--- src/rtl/instruction_fetch_unit.sv ---
// Instruction fetch front end: owns the fetch PC, reads one word per cycle from a
// zero-latency instruction memory and queues {pc, word} pairs for decode.
module instruction_fetch_unit #(
    parameter logic [31:0] RESET_PC    = 32'h0000_0000,
    parameter int          FIFO_DEPTH  = 2,
    parameter logic [31:0] EBREAK_WORD = 32'h0010_0073
) (
    input  logic        clk,
    input  logic        rst_n,
    output logic [31:0] mem_read_idx,
    output logic        mem_read_en,
    input  logic [31:0] mem_read_data,
    output logic        instr_valid,
    output logic [31:0] instr_data,
    output logic [31:0] instr_pc,
    input  logic        instr_ready,
    input  logic        redirect_valid,
    input  logic [31:0] redirect_pc,
    output logic        halted,
    output logic        fault
);
    localparam int               PTR_W   = (FIFO_DEPTH > 1) ? $clog2(FIFO_DEPTH) : 1;
    localparam int               CNT_W   = $clog2(FIFO_DEPTH) + 1;
    localparam logic [CNT_W-1:0] DEPTH_C = CNT_W'(FIFO_DEPTH);

    typedef enum logic [1:0] {
        ST_RUN   = 2'd0,
        ST_HALT  = 2'd1,
        ST_FAULT = 2'd2
    } state_t;

    state_t           state;
    logic [31:0]      fetch_pc;
    logic [PTR_W-1:0] rd_ptr;
    logic [PTR_W-1:0] wr_ptr;
    logic [CNT_W-1:0] count;
    logic [31:0]      buf_data [FIFO_DEPTH];
    logic [31:0]      buf_pc   [FIFO_DEPTH];
    logic [31:0]      head_data;
    logic [31:0]      head_pc;
    logic [31:0]      last_data;
    logic [31:0]      last_pc;
    logic             fifo_full;
    logic             pop;
    logic             push;
    logic             is_ebreak;

    assign fifo_full   = (count == DEPTH_C);
    assign instr_valid = (count != '0);
    assign pop         = instr_valid & instr_ready;
    // rst_n gates push so no read is reported while the block is held in reset
    assign push        = rst_n & (state == ST_RUN) & ~redirect_valid & (~fifo_full | pop);
    assign is_ebreak   = (mem_read_data == EBREAK_WORD);

    assign mem_read_idx = fetch_pc;
    assign mem_read_en  = push;
    assign halted       = (state == ST_HALT);
    assign fault        = (state == ST_FAULT);

    assign head_data  = buf_data[rd_ptr];
    assign head_pc    = buf_pc[rd_ptr];
    // An empty buffer keeps presenting the last head it showed
    assign instr_data = instr_valid ? head_data : last_data;
    assign instr_pc   = instr_valid ? head_pc : last_pc;

    always_ff @(posedge clk) begin
        if (push) begin
            buf_data[wr_ptr] <= mem_read_data;
            buf_pc[wr_ptr]   <= fetch_pc;
        end
    end

    always_ff @(posedge clk or negedge rst_n) begin
        if (!rst_n) begin
            state     <= ST_RUN;
            fetch_pc  <= RESET_PC;
            rd_ptr    <= '0;
            wr_ptr    <= '0;
            count     <= '0;
            last_data <= '0;
            last_pc   <= '0;
        end else begin
            if (instr_valid) begin
                last_data <= head_data;
                last_pc   <= head_pc;
            end
            if (redirect_valid && state != ST_FAULT) begin
                // Redirect wins over push and pop: the queued words are wrong-path
                rd_ptr <= '0;
                wr_ptr <= '0;
                count  <= '0;
                if (redirect_pc[1:0] == 2'b00) begin
                    fetch_pc <= redirect_pc;
                    state    <= ST_RUN;
                end else begin
                    state <= ST_FAULT;
                end
            end else begin
                if (push) begin
                    wr_ptr <= wr_ptr + PTR_W'(1);
                    if (is_ebreak) begin
                        state <= ST_HALT;
                    end else begin
                        fetch_pc <= fetch_pc + 32'd4;
                    end
                end
                if (pop) begin
                    rd_ptr <= rd_ptr + PTR_W'(1);
                end
                if (push && !pop) begin
                    count <= count + CNT_W'(1);
                end else if (pop && !push) begin
                    count <= count - CNT_W'(1);
                end
            end
        end
    end

endmodule

--- config.mk ---
export PLATFORM = sky130hd
export DESIGN_NAME = instruction_fetch_unit
export DESIGN_NICKNAME = d
export VERILOG_FILES = /design/src/rtl/instruction_fetch_unit.sv
export SDC_FILE = /design/constraint.sdc
export NUM_CORES = 1
export LEC_CHECK = 0
export CORE_MARGIN = 2
export CORE_UTILIZATION = 55
export CTS_CLUSTER_SIZE = 30
export DETAILED_ROUTE_END_ITERATION = 8
export PLACE_DENSITY = 0.83
export SLEW_MARGIN = 15
export SYNTH_ARGS = -nofsm -noshare
export SYNTH_HDL_FRONTEND = slang
export SYNTH_SLANG_ARGS = --single-unit
--- constraint.sdc ---
create_clock -name clk -period 11.95 [get_ports clk]
set_input_delay 2.39 -clock clk [delete_from_list [all_inputs] [get_ports clk]]
set_output_delay 2.39 -clock clk [all_outputs]
set_load 0.01 [all_outputs]
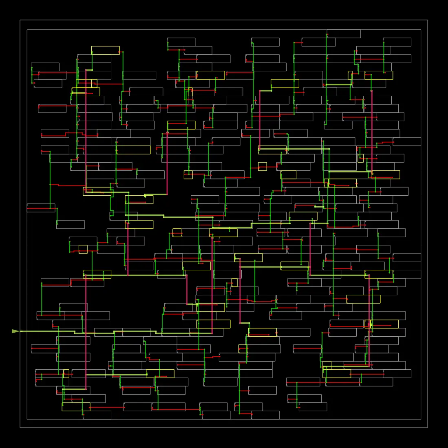
(clock wiring as the flow saved it)
Clock Sinks: 230
P_clk: 760 µW
layout clock buffer count: 30
Num CTS Buffers: 24
worst-skew pair later-pin latency: 0.51 ns

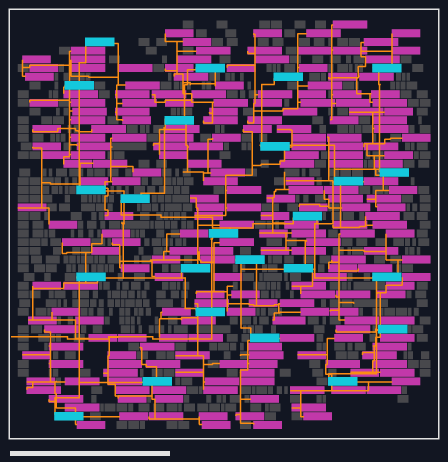
(routed clock nets over the placement)
Scale bar: 50 µm.
[flip-flops] magenta | count: 230
[clock drivers] cyan | count: 24
[clock wires] orange | length: 2460 µm
routed clock nets: 25
flops lie: widely spread
Clk pwr share: 0.282
Final Skew: 0.0111 ns

==> flow_metrics.tcl <==
# implementation run metrics
set metrics [dict create \
    wire_per_inst_um 19.8 \
    seq_area_um2 6400 \
    drt_iter0_markers 672 \
    io_pins 168 \
    syn_to_final_growth_pct 29.0 \
    fin_ws_ns 5.18 \
    yosysSeqAreaShare 0.691 \
    holdPathStages 0 \
    grt_antenna_before_repair 0 \
    root_buffer "clkbuf_16" \
    grt_start_max_net_pins 80 \
    yosysWarnings 0 \
    antenna_cells 0 \
    rsz0062_at_grt "false" \
    fin_total_pwr_mw 2.70 \
    sh_seq_area 0.536 \
    tapCellCount 220 \
    finalSetupViolCount 0 \
    placed_cell_area_um2 11100 \
    postRouteAntennaNets 0 \
    postCtsHoldBufs 0 \
    warnings 26 \
    postCtsSetupBuffers 0 \
    ff_type "edfxtp_1" \
    dominant_cells "sequential cells" \
    status "finished, final reports clean" \
    slew_viol_final 0 \
    sh_comb_area 0.224 \
    final_nets 931 \
    ir_drop_uv 164 \
    finalCritPeriodShare 0.566 \
    drc 0 \
    crit_start "rst_n" \
    core-area_um2 16500 \
    grt_pass1_vias 6443 \
    p_leak_nw 4.33 \
    syn_avg_cell_area_um2 13.2 \
    clkTransAtPathRegs_ns 0.06 \
    worst_pin_slew_ns 1.14 \
    hpwl_mm 13.6 \
    r2r_end "buf_pc[0][1]" \
    arrival_ns 4.38 \
    hold_slack_ns 0.514 \
    edf_count 128 \
    synth_simple_gate_area_share 0.0947 \
    cts_resized 0 \
    end_kind "output pin" \
    drv_cap 0 \
    via_per_inst 5.86 \
    fillerInstances 1083 \
    min_to "buf_pc[1][0]" \
    portBuffers 167 \
    timing_hold_violations_final 0 \
    dp.cells 1055 \
    die_x_um 134 \
    clk_path_buf_depth 3 \
    pre_cts_ws_ns 5.16 \
    endpoint "mem_read_en" \
    die_area_um2 17900 \
    synthArstFlopShare 0.443 \
    fin_area_um2 11900 \
    relSlewSlack 0.233 \
    startpoint_type "primary input" \
    logic_gate_count 425 \
    die_height_um 134 \
    ys_cells 703 \
    crit_required_ns 9.56 \
    layout_top_cell "clkdlybuf4s50_1" \
    final_util 0.723 \
    grt_usage 0.246 \
    mi_logic_area_um2 2670 \
    n_all_buffers 174 \
    crit_type "in -> out" \
    drive_above_1_share 0.0784 \
    fin_crit_ns 6.77 \
    p_per_area_nw_per_um2 226 \
]
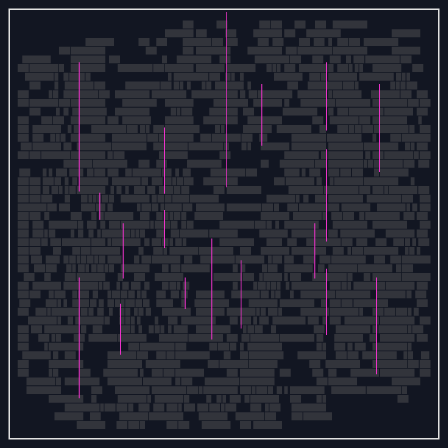
(the metal 4 layer)
nets with wire on the layer: 10
main direction: vertical
share of all routed wire: 2.0%
longest straight run: 54.4 µm
vias: 6446
DRT Wirelength: 21.8 mm

## Yosys cell counts, types with 2 or more instances
master,n,area (µm²)
a22oi_1,7,52.6
buf_6,2,22.5
buf_2,3,15.0
a2bb2oi_1,3,26.3
xnor2_1,2,17.5
buf_1,5,18.8
and3_1,6,37.5
edfxtp_1,128,3840
a21oi_1,89,445
or2_2,2,12.5
nand3_1,16,80.1
inv_1,7,26.3
clkbuf_1,30,113
nand4_1,9,56.3
mux2i_1,65,651
a31oi_1,10,62.6
o22a_1,7,61.3
nor2_1,95,357
dfrtp_1,102,2550
nor3_1,5,25.0
nor4_1,9,56.3
nor2b_1,2,12.5
a2bb2oi_2,3,45.0
a22o_1,2,17.5
o2bb2a_1,11,110
o21ai_0,8,40.0
nand2b_1,2,12.5
o31a_1,2,17.5
and2_1,5,31.3
a21oi_2,3,26.3
o22ai_1,13,81.3
nand4_2,2,25.0
nand2_1,26,97.6
## state kept, by name, indices dropped and copies added (netlist names)
name / cells
buf_data: 64
buf_pc: 64
count: 2
last_data: 32
last_pc: 32
mem_read_idx: 32
rd_ptr: 1
state: 2
wr_ptr: 1
## routing by layer
layer	share of wire	global-route usage
met1	0.41	0.336
met2	0.48	0.404
met3	0.097	0.0563
met4	0.020	0.0621
met5	0	0
## worst max-delay path, cell delays in order
cell and delay, ns:
buf_4 0.45, or4b_1 0.65, a21oi_4 0.26, clkdlybuf4s50_1 0.62
## logic make-up after synthesis
family | Yosys count
fa+ha+maj | 1
flops | 230
xor+xnor | 3
mux | 65
simple gates | 187
compound gates | 169
buf+inv | 48
## power breakdown
part	internal [mW]	switching (mW)
Combinational	0.427	0.389
Sequential	0.999	0.120
Clock	0.460	0.299
Power figures rest on the tool's default switching activity, not on a simulated workload.
